$ cat src/rtl/mask_scan_pkg.sv
// Shared types and constants for the mask scan decoder.
package mask_scan_pkg;

    localparam int unsigned MASK_SCAN_DEFAULT_WIDTH = 32;

    // Run counter saturates here: two or more runs means "not contiguous".
    localparam logic [1:0] MASK_SCAN_RUNS_SAT = 2'd2;

    typedef enum logic [1:0] {
        IDLE = 2'd0,
        SCAN = 2'd1,
        DONE = 2'd2
    } mask_scan_state_t;

endpackage

$ cat src/rtl/mask_run_tracker.sv
// Per-bit accumulator: population count, first/last set index, run count.
// Empty/contig flags are registered alongside the counters so that every
// result output is a flop.
module mask_run_tracker
    import mask_scan_pkg::*;
#(
    parameter int unsigned IDX_W = 5
) (
    input  logic             clk,
    input  logic             rst_n,
    input  logic             clr,
    input  logic             step,
    input  logic             cur_bit,
    input  logic [IDX_W-1:0] idx,
    output logic [IDX_W:0]   count,
    output logic [IDX_W-1:0] first,
    output logic [IDX_W-1:0] last,
    output logic             empty,
    output logic             contig
);

    logic [1:0]     runs;
    logic           prev;
    logic [IDX_W:0] count_nxt;
    logic [1:0]     runs_nxt;

    // Next count/run values for the bit being consumed this cycle.
    always_comb begin
        count_nxt = count;
        runs_nxt  = runs;
        if (cur_bit) begin
            count_nxt = count + (IDX_W+1)'(1);
            if (!prev && (runs != MASK_SCAN_RUNS_SAT)) begin
                runs_nxt = runs + 2'd1;
            end
        end
    end

    // Accumulator registers; clr wins over step.
    always_ff @(posedge clk or negedge rst_n) begin
        if (!rst_n) begin
            count  <= '0;
            first  <= '0;
            last   <= '0;
            runs   <= '0;
            prev   <= 1'b0;
            empty  <= 1'b0;
            contig <= 1'b0;
        end else if (clr) begin
            count  <= '0;
            first  <= '0;
            last   <= '0;
            runs   <= '0;
            prev   <= 1'b0;
            empty  <= 1'b0;
            contig <= 1'b0;
        end else if (step) begin
            count  <= count_nxt;
            runs   <= runs_nxt;
            prev   <= cur_bit;
            empty  <= (count_nxt == '0);
            contig <= (runs_nxt <= 2'd1);
            if (cur_bit) begin
                last <= idx;
                if (count == '0) begin
                    first <= idx;
                end
            end
        end
    end

endmodule

$ cat src/rtl/mask_scan_decoder.sv
// Sequential LSB-first decoder of a WIDTH-bit mask: count, first/last set
// index, empty and single-run flags. Optional build macro
// MASK_SCAN_DECODER_ASSERT_EN compiles in structural output properties.
module mask_scan_decoder
    import mask_scan_pkg::*;
#(
    parameter int unsigned WIDTH = MASK_SCAN_DEFAULT_WIDTH,
    parameter int unsigned IDX_W = $clog2(WIDTH)
) (
    input  logic             clk,
    input  logic             rst_n,
    input  logic             in_valid,
    output logic             in_ready,
    input  logic [WIDTH-1:0] in_mask,
    output logic             out_valid,
    input  logic             out_ready,
    output logic [IDX_W:0]   out_count,
    output logic [IDX_W-1:0] out_first,
    output logic [IDX_W-1:0] out_last,
    output logic             out_empty,
    output logic             out_contig
);

    mask_scan_state_t state;
    mask_scan_state_t state_nxt;
    logic [WIDTH-1:0] shreg;
    logic [IDX_W-1:0] k;
    logic             accept;
    logic             last_bit;

    assign accept   = (state == IDLE) && in_valid;
    assign last_bit = (k == IDX_W'(WIDTH - 1));

    // State register.
    always_ff @(posedge clk or negedge rst_n) begin
        if (!rst_n) begin
            state <= IDLE;
        end else begin
            state <= state_nxt;
        end
    end

    // Next-state logic.
    always_comb begin
        state_nxt = state;
        unique case (state)
            IDLE:    if (in_valid)  state_nxt = SCAN;
            SCAN:    if (last_bit)  state_nxt = DONE;
            DONE:    if (out_ready) state_nxt = IDLE;
            default: state_nxt = IDLE;
        endcase
    end

    // Handshake outputs decoded from the state register.
    always_comb begin
        in_ready  = 1'b0;
        out_valid = 1'b0;
        unique case (state)
            IDLE:    in_ready  = 1'b1;
            DONE:    out_valid = 1'b1;
            default: ;
        endcase
    end

    // Shift register and bit index; k holds at WIDTH-1 after the last bit.
    always_ff @(posedge clk or negedge rst_n) begin
        if (!rst_n) begin
            shreg <= '0;
            k     <= '0;
        end else if (accept) begin
            shreg <= in_mask;
            k     <= '0;
        end else if (state == SCAN) begin
            shreg <= {1'b0, shreg[WIDTH-1:1]};
            if (!last_bit) begin
                k <= k + IDX_W'(1);
            end
        end
    end

    mask_run_tracker #(
        .IDX_W (IDX_W)
    ) u_tracker (
        .clk     (clk),
        .rst_n   (rst_n),
        .clr     (accept),
        .step    (state == SCAN),
        .cur_bit (shreg[0]),
        .idx     (k),
        .count   (out_count),
        .first   (out_first),
        .last    (out_last),
        .empty   (out_empty),
        .contig  (out_contig)
    );

`ifdef MASK_SCAN_DECODER_ASSERT_EN
    logic [IDX_W:0] span;
    assign span = (IDX_W+1)'(out_last) - (IDX_W+1)'(out_first) + (IDX_W+1)'(1);

    a_no_overlap: assert property (@(posedge clk) disable iff (!rst_n)
        !(in_ready && out_valid));
    a_count_max: assert property (@(posedge clk) disable iff (!rst_n)
        out_count <= (IDX_W+1)'(WIDTH));
    a_empty: assert property (@(posedge clk) disable iff (!rst_n)
        out_valid |-> (out_empty == (out_count == '0)));
    a_order: assert property (@(posedge clk) disable iff (!rst_n)
        (out_valid && !out_empty) |-> ((out_first <= out_last) && (out_count <= span)));
    a_contig: assert property (@(posedge clk) disable iff (!rst_n)
        (out_valid && out_contig && !out_empty) |-> (out_count == span));
`endif

endmodule

$ cat config.mk
export PLATFORM = sky130hd
export DESIGN_NAME = mask_scan_decoder
export DESIGN_NICKNAME = d
export VERILOG_FILES = /design/src/rtl/mask_scan_pkg.sv /design/src/rtl/mask_run_tracker.sv /design/src/rtl/mask_scan_decoder.sv
export SDC_FILE = /design/constraint.sdc
export NUM_CORES = 1
export LEC_CHECK = 0
export ABC_AREA = 1
export CAP_MARGIN = 20
export CORE_MARGIN = 2
export CORE_UTILIZATION = 45
export DETAILED_ROUTE_END_ITERATION = 8
export PLACE_DENSITY = 0.77
export SYNTH_ARGS = -nofsm -noshare
export SYNTH_HDL_FRONTEND = slang
export SYNTH_SLANG_ARGS = --single-unit
$ cat constraint.sdc
create_clock -name clk -period 1.4 [get_ports clk]
set_input_delay 0.28 -clock clk [delete_from_list [all_inputs] [get_ports clk]]
set_output_delay 0.28 -clock clk [all_outputs]
set_load 0.03 [all_outputs]
**Placed cells, one color a class**

Fill, decap, tap and diode cells in gray.
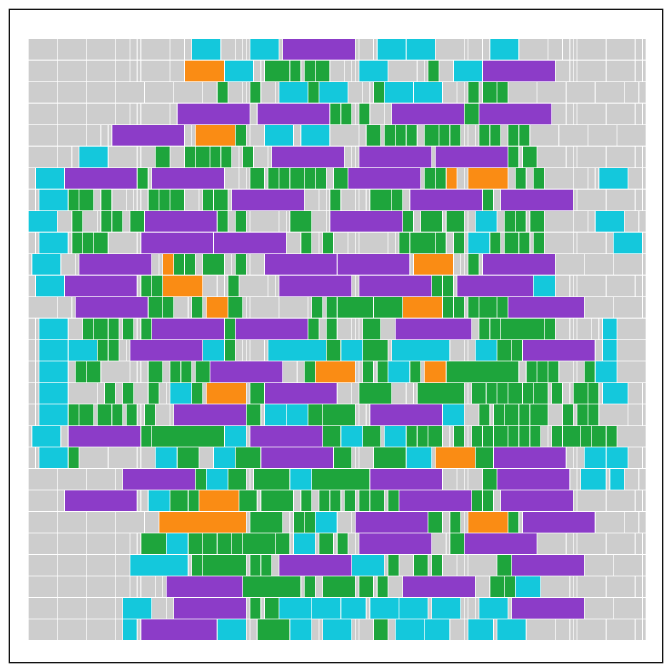
color	class	cells
cyan	other buffers and delay cells	84
green	all other logic	255
orange	clock drivers and dummy loads	16
purple	flip-flops	60

**Signal wires on met3**

Scale bar: 20 um.
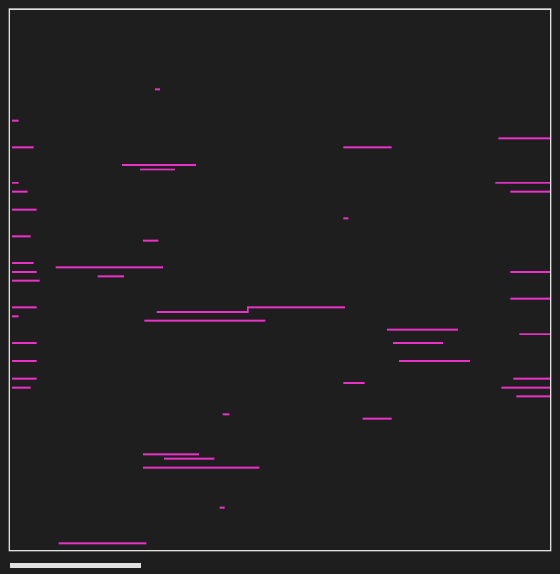
wire length on this layer	270 um
main direction	horizontal
nets with wire on the layer	36

**The clock network**

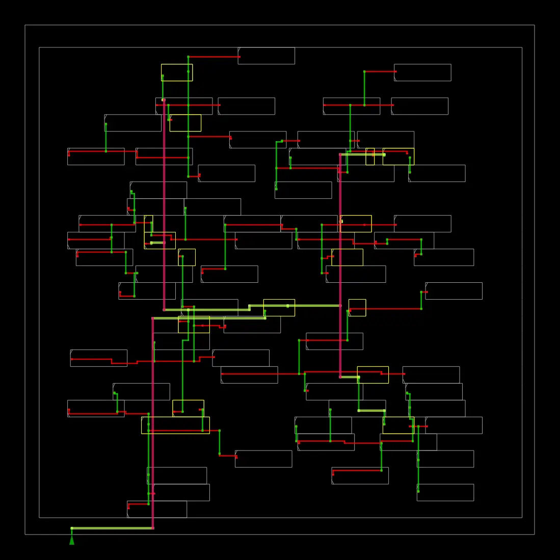
sink count of the clock tree: 60
Late-Pin Clk Latency: 330 ps
Layout Skew: 3.84 ps

**Signal metal coverage by tile**

Scale bar: 20 um. The die is cut into 17 by 17 equal tiles; dark blue is low, red is high, scaled to the fullest tile. Values are wire area over tile area, all layers added.
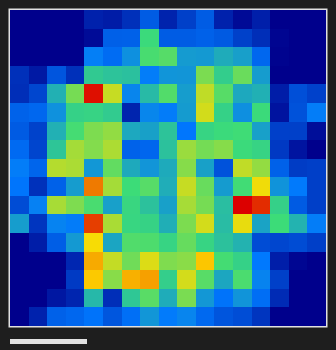
nearly empty tiles	15%
tiles over half the peak	24%
mean over tiles	0.15
emptiest ninth of the die	top right

**Met1 routing**

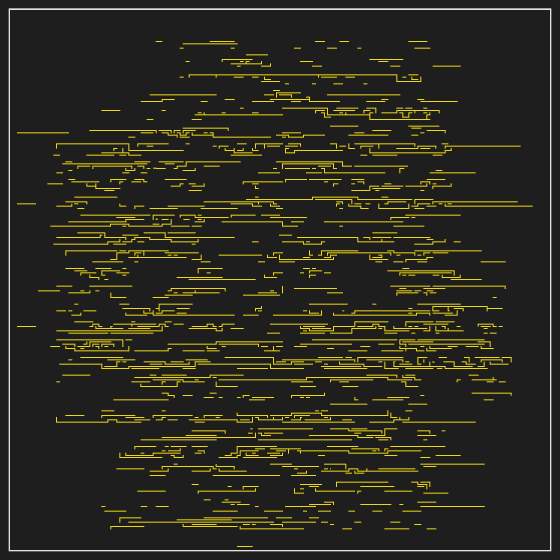
longest straight run	31.7 um
share of all routed wire	45%
wire length on this layer	2820 um
nets with wire on the layer	405
main direction	horizontal

[stage by stage]
| stage | hold slack [ps] | worst slack [ps] | instance area, um^2 |
|---|---|---|---|
| final | 424 | -16.3 | 3880 |
| after global routing | 447 | -111 | 3880 |
| after CTS | 421 | -3.33 | 3770 |
| after detailed placement | 248 | -81.0 | 3500 |
| after global placement | 247 | -18.3 | 3500 |
| after floorplan | -15.6 | 2.45 | 2780 |
[repair_timing]
item | 4_1_cts | 5_1_grt
setup buffers | 5 | 6
endpoints found under the setup margin | 24 | 26
hold buffers | 1 | 0
resized | 34 | 29
endpoints found under the hold margin | 15 | 0
pin swaps | 3 | 11
==> impl_metrics.py <==
# Auto-generated metrics
metrics = {
    "global_route": {
        "grt_first_pass_wirelength_um": 9940,
        "grt_start_max_net_pins": 33,
        "gr-usage-met3_pct": 3.80,
        "grt-busiest-layer": "met2",
    },
    "die": {
        "row_count": 28,
        "tapCellCount": 75,
        "core_area_um2": 5960,
        "die_w_um": 82.5,
    },
    "routing": {
        "dr_wl_met2_um": 3090,
        "drt_pass1_iterations": 4,
        "wl_met3_um": 270,
        "avgViaCountPerCell": 5.05,
        "routed_wirelength_um": 6300,
        "wire_length_per_cell_um": 12.9,
    },
    "logic_synthesis": {
        "number_of_standard_cells_after_synthesis": 325,
        "syn-mean-instance-area_um2": 8.54,
        "ys_async_sr_fraction_pct": 100,
        "ys_sh_simple_pct": 30.0,
        "seq_area_frac_synth_pct": 54.1,
        "number_of_enable_type_register_cells_in_the_synthesized_netlist": 0,
        "cell_count_listed_in_synth_stat_txt": 325,
        "mux_share_pct": 0,
        "ff_type": "dfrtp_1",
        "synth-warning-count": 0,
        "post_synth_fa_ha_maj_area_fraction_pct": 2.26,
        "post_synth_ao_oa_area_fraction_pct": 7.08,
        "yosys.cell_count.top_type": "nand2_1",
        "top_area_share_pct": 54.1,
    },
    "worst_setup_path": {
        "required_ps": 1650,
        "worstSetupStartpoint": "k[0]$_DFFE_PN0P_",
        "critical_path_peak_fanout": 5,
        "worstPathArrival_ps": 1660,
        "crit_path_cells": "ha_4, inv_4, nor2_2, ha_2, inv_2, nand2_4, nor2_4, o21ai_1, a21oi_1",
        "crit_path_end_kind": "register",
        "ff2ff_setup_slack_ps": -20,
        "timing.critical_path.slowest_stage_cell": "dfrtp_1",
        "worst_setup_path_endpoint": "k[3]$_DFFE_PN0P_",
        "crit_path_max_incr_delay_ps": 410,
        "worst-path-stages": 9,
    },
    "flow_run": {
        "stage_log_warnings": 29,
        "cap_violations": 0,
    },
    "pwr": {
        "power_frac_clock_pct": 17.5,
        "comb_cell_power_uw": 4390,
        "power.density_nw_per_um2": 2340,
        "seq_cell_power_uw": 3110,
        "power_report.internal_total_uw": 5230,
        "power_leader": "combinational logic",
        "p_leak_uw": 0.00185,
        "fin_total_pwr_uw": 9080,
        "clock_network_power_consumption_uw": 1590,
        "vdd_drop_max_mv": 1.02,
    },
    "final_layout": {
        "area_growth_syn_to_layout_pct": 39.8,
        "max_flop_register": "shreg",
        "comb_share_pct": 30.8,
        "largest_cell_class": "sequential cells",
        "final.signal_buffer_count": 84,
        "antennaDiodeCount": 0,
        "ff_count": 60,
        "clock_cell_area_share_pct": 5.26,
        "highest_count_cells_in_the_layout_ignoring_fill_and_taps": "nand2_1, dfrtp_1, clkdlybuf4s50_1",
        "nFillCells": 486,
        "n_multi_input_combinational_cell": 232,
        "sequential_cell_area_um2": 1510,
        "biggestRegsByFlops": "shreg x32, u_tracker.count x6",
        "instances_no_fill": 490,
        "num-nets-final": 451,
    },
    "clocking": {
        "clock_edge_transition_at_the_registers_on_the_reported_setup_and_hold_paths_ps": 60,
        "cts-root-to-sink-buffers": 2,
        "ctsHtreeMaxLevel": 3,
    },
    "final_timing": {
        "worstMarginPinSlew_ps": 441,
        "period_used_pct": 101,
        "max_freq_mhz": 706,
        "final_critical_path_setup_slack_ps": -16.3,
        "finalSetupViolations": 1,
        "finalCriticalPeriod_ps": 1420,
    },
    "hold_path": {
        "timing.hold.worst.class": "input port to asynchronous set/reset pin",
    },
    "placement": {
        "place_congestion": 0.871,
        "place_inst": 462,
    },
    "status": {
        "violations_in_the_final_reports": "negative setup slack",
        "outcome": "complete, but fails checks",
    },
}
Power figures rest on the tool's default switching activity, not on a simulated workload.
